### src/rtl/montador_palavra_16b_pkg.sv
// Shared definitions for the byte-to-word assembler: FSM codes, widths and defaults.
// Optional idle timeout is controlled by the MONTADOR_TIMEOUT_EN macro in the top file.
package montador_palavra_16b_pkg;

   localparam int LARGURA_PALAVRA = 16;
   localparam int LARGURA_BYTE    = 8;
   localparam int TIMEOUT_PADRAO  = 255;

   typedef enum logic [1:0] {
      ESPERA_PRIMEIRO = 2'd0,
      ESPERA_SEGUNDO  = 2'd1,
      ENTREGA         = 2'd2
   } estado_t;

   // Places the two bytes in their halves according to the byte-order parameter.
   function automatic logic [LARGURA_PALAVRA-1:0] monta_palavra(
      input logic                    alto_primeiro,
      input logic [LARGURA_BYTE-1:0] primeiro,
      input logic [LARGURA_BYTE-1:0] segundo
   );
      if (alto_primeiro)
         return {primeiro, segundo};
      else
         return {segundo, primeiro};
   endfunction

endpackage

### src/rtl/montador_palavra_16b_contador_timeout.sv
// Idle counter for the half-word wait: counts enabled cycles and flags the last allowed one.
// Used only when the top is built with MONTADOR_TIMEOUT_EN.
module contador_timeout
   import montador_palavra_16b_pkg::*;
#(
   parameter int LIMITE = TIMEOUT_PADRAO
) (
   input  logic clock,
   input  logic reset,
   input  logic limpa,
   input  logic habilita,
   output logic expirou
);

   localparam logic [7:0] ULTIMO = 8'(LIMITE - 1);

   logic [7:0] contagem;

   always_ff @(posedge clock or negedge reset) begin
      if (!reset)
         contagem <= 8'd0;
      else if (limpa)
         contagem <= 8'd0;
      else if (habilita && (contagem != ULTIMO))
         contagem <= contagem + 8'd1;
   end

   // High during the cycle whose closing edge would be the Nth idle edge.
   assign expirou = habilita && (contagem == ULTIMO);

endmodule

### src/rtl/montador_palavra_16b.sv
// Byte-to-word assembler: two handshaked bytes become one registered 16-bit word plus a load strobe.
// Define MONTADOR_TIMEOUT_EN to compile in the half-word idle timeout and erro_timeout flag.
module montador_palavra_16b
   import montador_palavra_16b_pkg::*;
#(
   parameter int BYTE_ALTO_PRIMEIRO = 0,
   parameter int TIMEOUT_CICLOS     = TIMEOUT_PADRAO
) (
   input  logic        clock,
   input  logic        reset,
   input  logic [7:0]  dado,
   input  logic        dado_valido,
   output logic        pronto,
   output logic [15:0] valor,
   output logic        load,
   output logic [7:0]  palavras,
   output logic        erro_timeout,
   input  logic        limpa_erro,
   output logic [1:0]  estado
);

   // Handshake: a byte transfers on a rising edge only when dado_valido and pronto are
   // both high in the preceding cycle; a byte offered while pronto is low is dropped.

   estado_t    estado_atual;
   estado_t    proximo_estado;
   logic       aceita;
   logic       segundo_aceito;
   logic       expira;
   logic [7:0] meio;

   assign aceita         = dado_valido && pronto;
   assign segundo_aceito = aceita && (estado_atual == ESPERA_SEGUNDO);
   assign estado         = estado_atual;

   always_ff @(posedge clock or negedge reset) begin
      if (!reset)
         estado_atual <= ESPERA_PRIMEIRO;
      else
         estado_atual <= proximo_estado;
   end

   always_comb begin
      proximo_estado = estado_atual;
      pronto         = 1'b1;
      case (estado_atual)
         ESPERA_PRIMEIRO: begin
            if (aceita)
               proximo_estado = ESPERA_SEGUNDO;
         end
         ESPERA_SEGUNDO: begin
            if (aceita)
               proximo_estado = ENTREGA;
            else if (expira)
               proximo_estado = ESPERA_PRIMEIRO;
         end
         ENTREGA: begin
            pronto         = 1'b0;
            proximo_estado = ESPERA_PRIMEIRO;
         end
         default: begin
            proximo_estado = ESPERA_PRIMEIRO;
         end
      endcase
   end

   // The first byte waits in meio so valor keeps showing the last delivered word.
   always_ff @(posedge clock or negedge reset) begin
      if (!reset) begin
         meio     <= 8'h00;
         valor    <= 16'h0000;
         load     <= 1'b0;
         palavras <= 8'h00;
      end else begin
         load <= segundo_aceito;
         if (aceita && (estado_atual == ESPERA_PRIMEIRO))
            meio <= dado;
         if (segundo_aceito)
            valor <= monta_palavra(BYTE_ALTO_PRIMEIRO != 0, meio, dado);
         if (estado_atual == ENTREGA)
            palavras <= palavras + 8'd1;
      end
   end

`ifdef MONTADOR_TIMEOUT_EN
   logic expirou;
   logic habilita_contador;
   logic limpa_contador;

   assign habilita_contador = (estado_atual == ESPERA_SEGUNDO);
   assign limpa_contador    = !habilita_contador || aceita || expirou;

   contador_timeout #(
      .LIMITE (TIMEOUT_CICLOS)
   ) u_contador_timeout (
      .clock    (clock),
      .reset    (reset),
      .limpa    (limpa_contador),
      .habilita (habilita_contador),
      .expirou  (expirou)
   );

   // A byte arriving on the expiry cycle completes the word instead of timing out.
   assign expira = expirou && !aceita;

   always_ff @(posedge clock or negedge reset) begin
      if (!reset)
         erro_timeout <= 1'b0;
      else if (expira)
         erro_timeout <= 1'b1;
      else if (limpa_erro)
         erro_timeout <= 1'b0;
   end
`else
   localparam int unused_timeout_ciclos = TIMEOUT_CICLOS;
   logic unused_limpa_erro;

   assign unused_limpa_erro = limpa_erro;
   assign expira            = 1'b0;
   assign erro_timeout      = 1'b0;
`endif

endmodule

### config.mk
export PLATFORM = sky130hd
export DESIGN_NAME = montador_palavra_16b
export DESIGN_NICKNAME = d
export VERILOG_FILES = /design/src/rtl/montador_palavra_16b_pkg.sv /design/src/rtl/montador_palavra_16b_contador_timeout.sv /design/src/rtl/montador_palavra_16b.sv
export SDC_FILE = /design/constraint.sdc
export NUM_CORES = 1
export LEC_CHECK = 0
export CAP_MARGIN = 20
export CORE_AREA = 2 2 58 60
export CTS_CLUSTER_DIAMETER = 30
export DETAILED_ROUTE_END_ITERATION = 8
export DIE_AREA = 0 0 60 62
export PLACE_DENSITY = 0.86
export SYNTH_ARGS = -nofsm -noshare
export SYNTH_HDL_FRONTEND = slang
export SYNTH_SLANG_ARGS = --single-unit
### constraint.sdc
create_clock -name clock -period 1.75 [get_ports clock]
set_clock_uncertainty 0.05 [all_clocks]
set_input_delay 0.175 -clock clock [delete_from_list [all_inputs] [get_ports clock]]
set_output_delay 0.175 -clock clock [all_outputs]
set_load 0.05 [all_outputs]
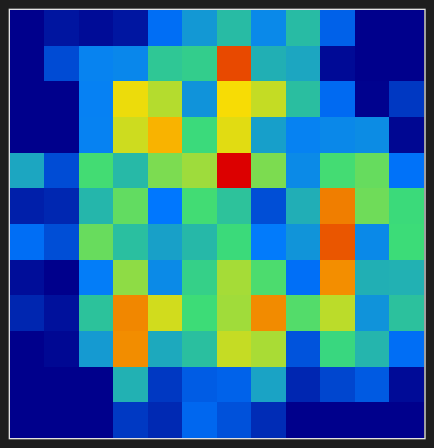
*Wire density map, run 1*
12 x 12 tiles, from dark blue (low) to red (high), scaled to the fullest tile. Values are wire area over tile area, all layers added.
fullest tile = 0.34
nearly empty tiles = 17%
mean over tiles = 0.11
tiles over half the peak = 24%

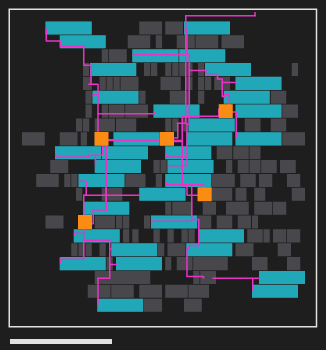
*Clock network drawn from the DEF, run 1*
The bar under the picture is 20 µm long.
magenta -> clock wires  # length 359 µm
cyan -> flip-flops  # count 35
orange -> clock drivers  # count 5
routed clock nets = 6
latest clock arrival within the worst-skew pair: 0.33 ns
proportion of power drawn by the clock network: 0.146

==> impl_metrics.json, run 1 <==
{
  "outcome": "completed",
  "post_cts.repair.setup_buffers": 0,
  "yosys.area_share.aoi": 0,
  "routed-wl-met2_um": 1370,
  "power.ir.vdd_worst_v": 0.000832,
  "relSlewSlack": 0.652,
  "die_height_um": 62,
  "synthToLayoutAreaGrowth_pct": 38.0,
  "clock_sink_count": 35,
  "crit_path_end_kind": "output pin",
  "clkSlewWorstSetupHoldPaths_ns": 0.10,
  "die_width_um": 60,
  "crit_path_top_delay_cell": "sky130_fd_sc_hd__clkdlybuf4s50_1",
  "power.density_nw_per_um2": 2040,
  "post-route-drc-count": 0,
  "placement.io_buffers": 38,
  "clock.fmax_mhz": 598,
  "period_used_share": 0.956,
  "min-delay-path-class": "in2async",
  "crit_path_from": "load$_DFF_PN0_",
  "ys_sh_xor": 0.0511,
  "initCoreUtil": 0.431,
  "regToRegStartpoint": "estado[0]$_DFFE_PN0P_",
  "crit_family": "buffers and inverters",
  "clockBufferDepth": 2,
  "tool_warnings": 27,
  "top_area_frac": 0.639,
  "routabilityCongestion": 0.804,
  "drive_above_1_share": 0.193,
  "cts_tree": "built",
  "synth_top_cell_by_area": "sky130_fd_sc_hd__dfrtp_1",
  "synth.cellmix.adderShare": 0.00912,
  "h-tree-depth": 2,
  "cp_cell_sequence": "clkdlybuf4s50_1",
  "critical_path_buffers_and_inverters": 1,
  "worst_ep_arrival_time_ns": 1.45,
  "timing_hold_violations_final": 0,
  "m1_wire_length_um": 1090,
  "tritoncts.num_buffers": 5,
  "dp_hpwl_um": 1930,
  "met3RoutedLength_um": 119,
  "num_antenna_cells": 0
}
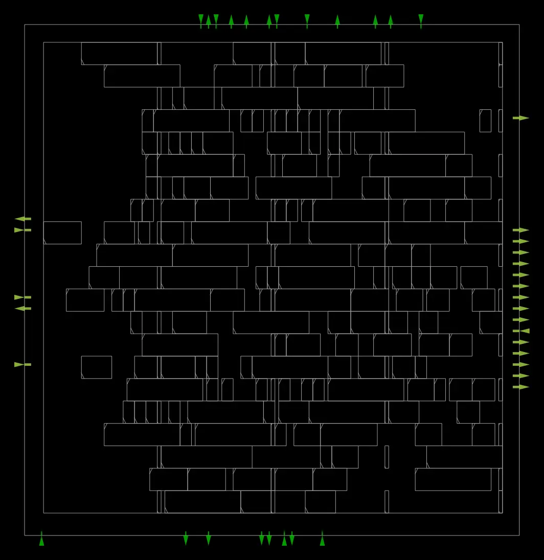
*Cell placement, run 1*
final non-filler cell total: 212
Core Box Area: 3180 µm²

==> run 1: per-stage QoR <==
step | power [mW] | utilization | cell area (µm²) | hold WS (ns) | setup WS [ns]
after floorplan | 2.71 | - | 1370 | -0.171 | 0.136
after global placement | 3.31 | 0.561 | 1780 | 0.399 | 0.149
after detailed placement | 3.37 | 0.561 | 1780 | 0.404 | 0.125
after CTS | 3.92 | 0.584 | 1860 | 0.193 | 0.000804
after global routing | 4.10 | 0.595 | 1890 | 0.202 | 0.0199
final | 3.87 | 0.595 | 1890 | 0.188 | 0.0769
==> run 1: cells in the mapped netlist <==
cell type	count
sky130_fd_sc_hd__nand2_1	50
sky130_fd_sc_hd__dfrtp_1	35
sky130_fd_sc_hd__mux2_2	9
sky130_fd_sc_hd__xnor2_1	7
sky130_fd_sc_hd__nand4_1	4
sky130_fd_sc_hd__inv_1	2
sky130_fd_sc_hd__and3_1	1
sky130_fd_sc_hd__and4b_1	1
sky130_fd_sc_hd__buf_2	1
sky130_fd_sc_hd__buf_4	1
sky130_fd_sc_hd__buf_6	1
sky130_fd_sc_hd__clkbuf_1	1
sky130_fd_sc_hd__conb_1	1
sky130_fd_sc_hd__ha_1	1
sky130_fd_sc_hd__inv_2	1
sky130_fd_sc_hd__nand3b_2	1
sky130_fd_sc_hd__nor2_1	1
sky130_fd_sc_hd__nor2b_1	1
sky130_fd_sc_hd__nor3b_4	1
sky130_fd_sc_hd__xor2_1	1
==> run 1: power by group <==
part | total, mW | leakage [nW] | switching [mW] | internal, mW
clock | 0.567 | 0.0452 | 0.266 | 0.301
sequential | 1.39 | 0.437 | 0.245 | 1.15
combinational | 1.91 | 0.598 | 1.28 | 0.635
total | 3.87 | 1.08 | 1.79 | 2.08
==> run 1: path summary, 6_finish.rpt <==
kind | to | slack, ns | cells after the start
max in group asynchronous | estado[0]$_DFFE_PN0P_ | 1.16 | 2
hold / removal | palavras[0]$_DFFE_PN0N_ | 0.19 | 2
min in group clock | valor[14]$_DFFE_PN0P_ | 0.34 | 3
hold reg to reg | valor[3]$_DFFE_PN0P_ | 0.43 | 2
setup reg to reg | meio[7]$_DFFE_PN0P_ | 0.35 | 3
setup / recovery | load | 0.08 | 1
==> run 1: registers in the layout, summed over array words and instances (netlist names) <==
register / flops
estado: 2
load: 1
meio: 8
palavras: 8
valor: 16
==> run 1: final cells by class <==
class | instances | area, µm²
fillers | 255 | 1290
flip-flops and latches | 35 | 876
repair buffers | 41 | 408
clock buffers | 5 | 37.5
well taps | 46 | 57.6
clock inverters | 3 | 43.8
inverters | 3 | 11.3
multi-input cells | 79 | 459
==> run 1: cells by family after synthesis <==
group / Yosys count
xor+xnor: 8
fa+ha+maj: 1
buf+inv: 7
flops: 35
mux: 9
other cells: 1
simple gates: 60
==> run 1: per-layer routing <==
| metal | up-vias | track usage |
|---|---|---|
| met2 | 28 | 0.261 |
| met5 | - | 0 |
| met3 | 4 | 0.0642 |
| met1 | 485 | 0.185 |
| li1 | 472 | - |
| met4 | 0 | 0.0571 |
## Run 2: what changed since run 1
--- a/config.mk
+++ b/config.mk
@@ -5,7 +5,7 @@
 export SDC_FILE = /design/constraint.sdc
 export NUM_CORES = 1
 export LEC_CHECK = 0
-export CAP_MARGIN = 20
+export CAP_MARGIN = 10
 export CORE_AREA = 2 2 58 60
 export CTS_CLUSTER_DIAMETER = 30
 export DETAILED_ROUTE_END_ITERATION = 8
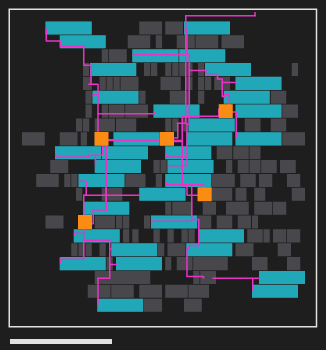
*Clock network drawn from the DEF, run 2*
The bar under the picture is 20 µm long.
magenta -> clock wires  # length 359 µm
cyan -> flip-flops  # count 35
orange -> clock drivers  # count 5
routed clock nets = 6
clock-net power: 0.567 mW

==> run 2 against run 1 <==
  * Via count is the same
  * Worst setup slack unchanged
  * Wire length stayed put
  * Largest power group unchanged
  * Design area did not move
  * Worst hold slack unchanged
  * Largest cell class unchanged
  * Sequential power hardly changed
==> impl_metrics.json, run 2 <==
{
  "synth.cells.most_frequent": "sky130_fd_sc_hd__nand2_1, sky130_fd_sc_hd__dfrtp_1, sky130_fd_sc_hd__mux2_2",
  "placed_area_um2": 1780,
  "worst-setup-path-type": "reg2out",
  "synthToLayoutAreaGrowth_pct": 38.0,
  "postRouteAntennaNets": 0,
  "post_cts.repair.setup_buffers": 0,
  "design.final.nets": 178,
  "register_with_the_most_flip_flops": "valor",
  "cts_tree": "built",
  "share_comb_of_total_power": 0.494,
  "power.density_nw_per_um2": 2040,
  "initCoreUtil": 0.431,
  "post-route-drc-count": 0,
  "placement.io_buffers": 38,
  "period_used_share": 0.956,
  "drive_above_1_share": 0.193,
  "crit_path_top_delay_cell": "sky130_fd_sc_hd__clkdlybuf4s50_1",
  "clock.fmax_mhz": 598,
  "worst-r2r-cell-count": 3,
  "routabilityCongestion": 0.804,
  "biggestRegsByFlops": "valor x16, meio x8, palavras x8",
  "synth_async_reset_ratio": 1.00,
  "layout.area.comb_um2": 459,
  "crit_family": "buffers and inverters",
  "top_area_frac": 0.639,
  "crit_path_end_kind": "output pin",
  "clockBufferDepth": 2,
  "1st_pass_router_iterations": 4,
  "tritoncts.num_buffers": 5,
  "tightest_slew_ns": 0.521,
  "stdcell_count": 212,
  "critical_path_depth_in_cells": 1,
  "power.ir.vdd_worst_v": 0.000832,
  "netSwitchingPower_mw": 1.79,
  "antenna_found_initial": 0,
  "tool_warnings": 27,
  "critical_path_buffers_and_inverters": 1,
  "gr-total-overflow": 0,
  "worst_ep_arrival_time_ns": 1.45,
  "core_area_um2": 3180,
  "dp_hpwl_um": 1930,
  "final_core_util": 0.595,
  "power_frac_seq": 0.359,
  "relSlewSlack": 0.652,
  "clkSlewWorstSetupHoldPaths_ns": 0.10,
  "die_height_um": 62,
  "enable_flop_cells": 0,
  "timing_hold_violations_final": 0,
  "final-seq-area_um2": 876,
  "fillers": 255,
  "placement_setup_slack_ns": 0.125,
  "h-tree-depth": 2,
  "power_frac_clock": 0.146,
  "worst_skew_pair.late_latency_ns": 0.33,
  "min-delay-path-class": "in2async",
  "num_antenna_cells": 0,
  "outcome": "completed",
  "power_switching_share": 0.462,
  "synth-main-ff-cell": "sky130_fd_sc_hd__dfrtp_1"
}
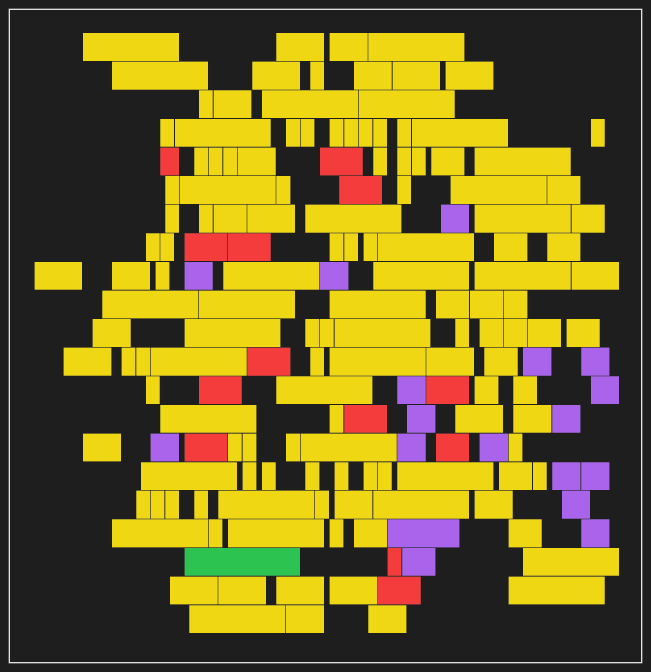
*Cells by drive strength, run 2*
yellow -> _0 and _1 cells  # cells 134, share 81%
red -> _2 cells  # cells 13, share 7.8%
green -> _6 and larger  # cells 1, share 0.60%
purple -> _3 and _4 cells  # cells 18, share 11%

run 2: cell families after synthesis:
group                    Yosys count  share of synthesized area
AND/OR/NAND/NOR                   60                      0.196
other                              1                    0.00273
buffers and inverters              7                     0.0283
XOR/XNOR                           8                     0.0511
multiplexers                       9                     0.0739
adder cells (fa/ha/maj)            1                    0.00912
flip-flops                        35                      0.639
run 2: timing repair:
action | CTS | global route
pin swaps | 0 | 0
gates cloned | 0 | 0
endpoints found under the setup margin | 6 | 14
gates resized | 6 | 14
run 2: final timing paths:
check,startpoint,end,slack [ns]
setup / recovery,load$_DFF_PN0_,load,0.08
hold / removal,reset,palavras[0]$_DFFE_PN0N_,0.19
setup reg to reg,estado[0]$_DFFE_PN0P_,meio[7]$_DFFE_PN0P_,0.35
hold reg to reg,meio[3]$_DFFE_PN0P_,valor[3]$_DFFE_PN0P_,0.43
max in group asynchronous,reset,estado[0]$_DFFE_PN0P_,1.16
min in group clock,dado[6],valor[14]$_DFFE_PN0P_,0.34
run 2: per-stage QoR:
step	hold slack, ns	total power, mW
after global routing	0.202	4.10
after global placement	0.399	3.31
final	0.188	3.87
after CTS	0.193	3.92
after detailed placement	0.404	3.37
after floorplan	-0.171	2.71
run 2: worst register-to-register path, stage by stage, from the launching register on:
cell and delay, ns:
sky130_fd_sc_hd__dfrtp_1 0.49, sky130_fd_sc_hd__nor3b_4 0.22, sky130_fd_sc_hd__buf_4 0.19, sky130_fd_sc_hd__mux2_2 0.35
run 2: power by group through the flow:
| stage | sequential (mW) | clock [mW] | combinational [mW] |
|---|---|---|---|
| floorplan | 2.21 | 0 | 0.498 |
| global placement | 1.39 | 0 | 1.92 |
| detailed placement | 1.41 | 0 | 1.96 |
| CTS | 1.40 | 0.582 | 1.94 |
| global route | 1.44 | 0.628 | 2.03 |
| finish | 1.39 | 0.567 | 1.91 |
run 2: layer usage:
metal	up-vias	share of wire	track usage
li1	472	-	-
met1	485	0.42	0.185
met2	28	0.52	0.261
met3	4	0.045	0.0642
met4	0	0.013	0.0571
met5	-	0	0
run 2: cell type report:
type	instances	area share
Tap cell	46	0.0304
Clock inverter	3	0.0231
Multi-Input combinational cell	79	0.243
Sequential cell	35	0.463
Timing Repair Buffer	41	0.215
Inverter	3	0.00595
Clock buffer	5	0.0198
Power and IR drop assume default switching activity.
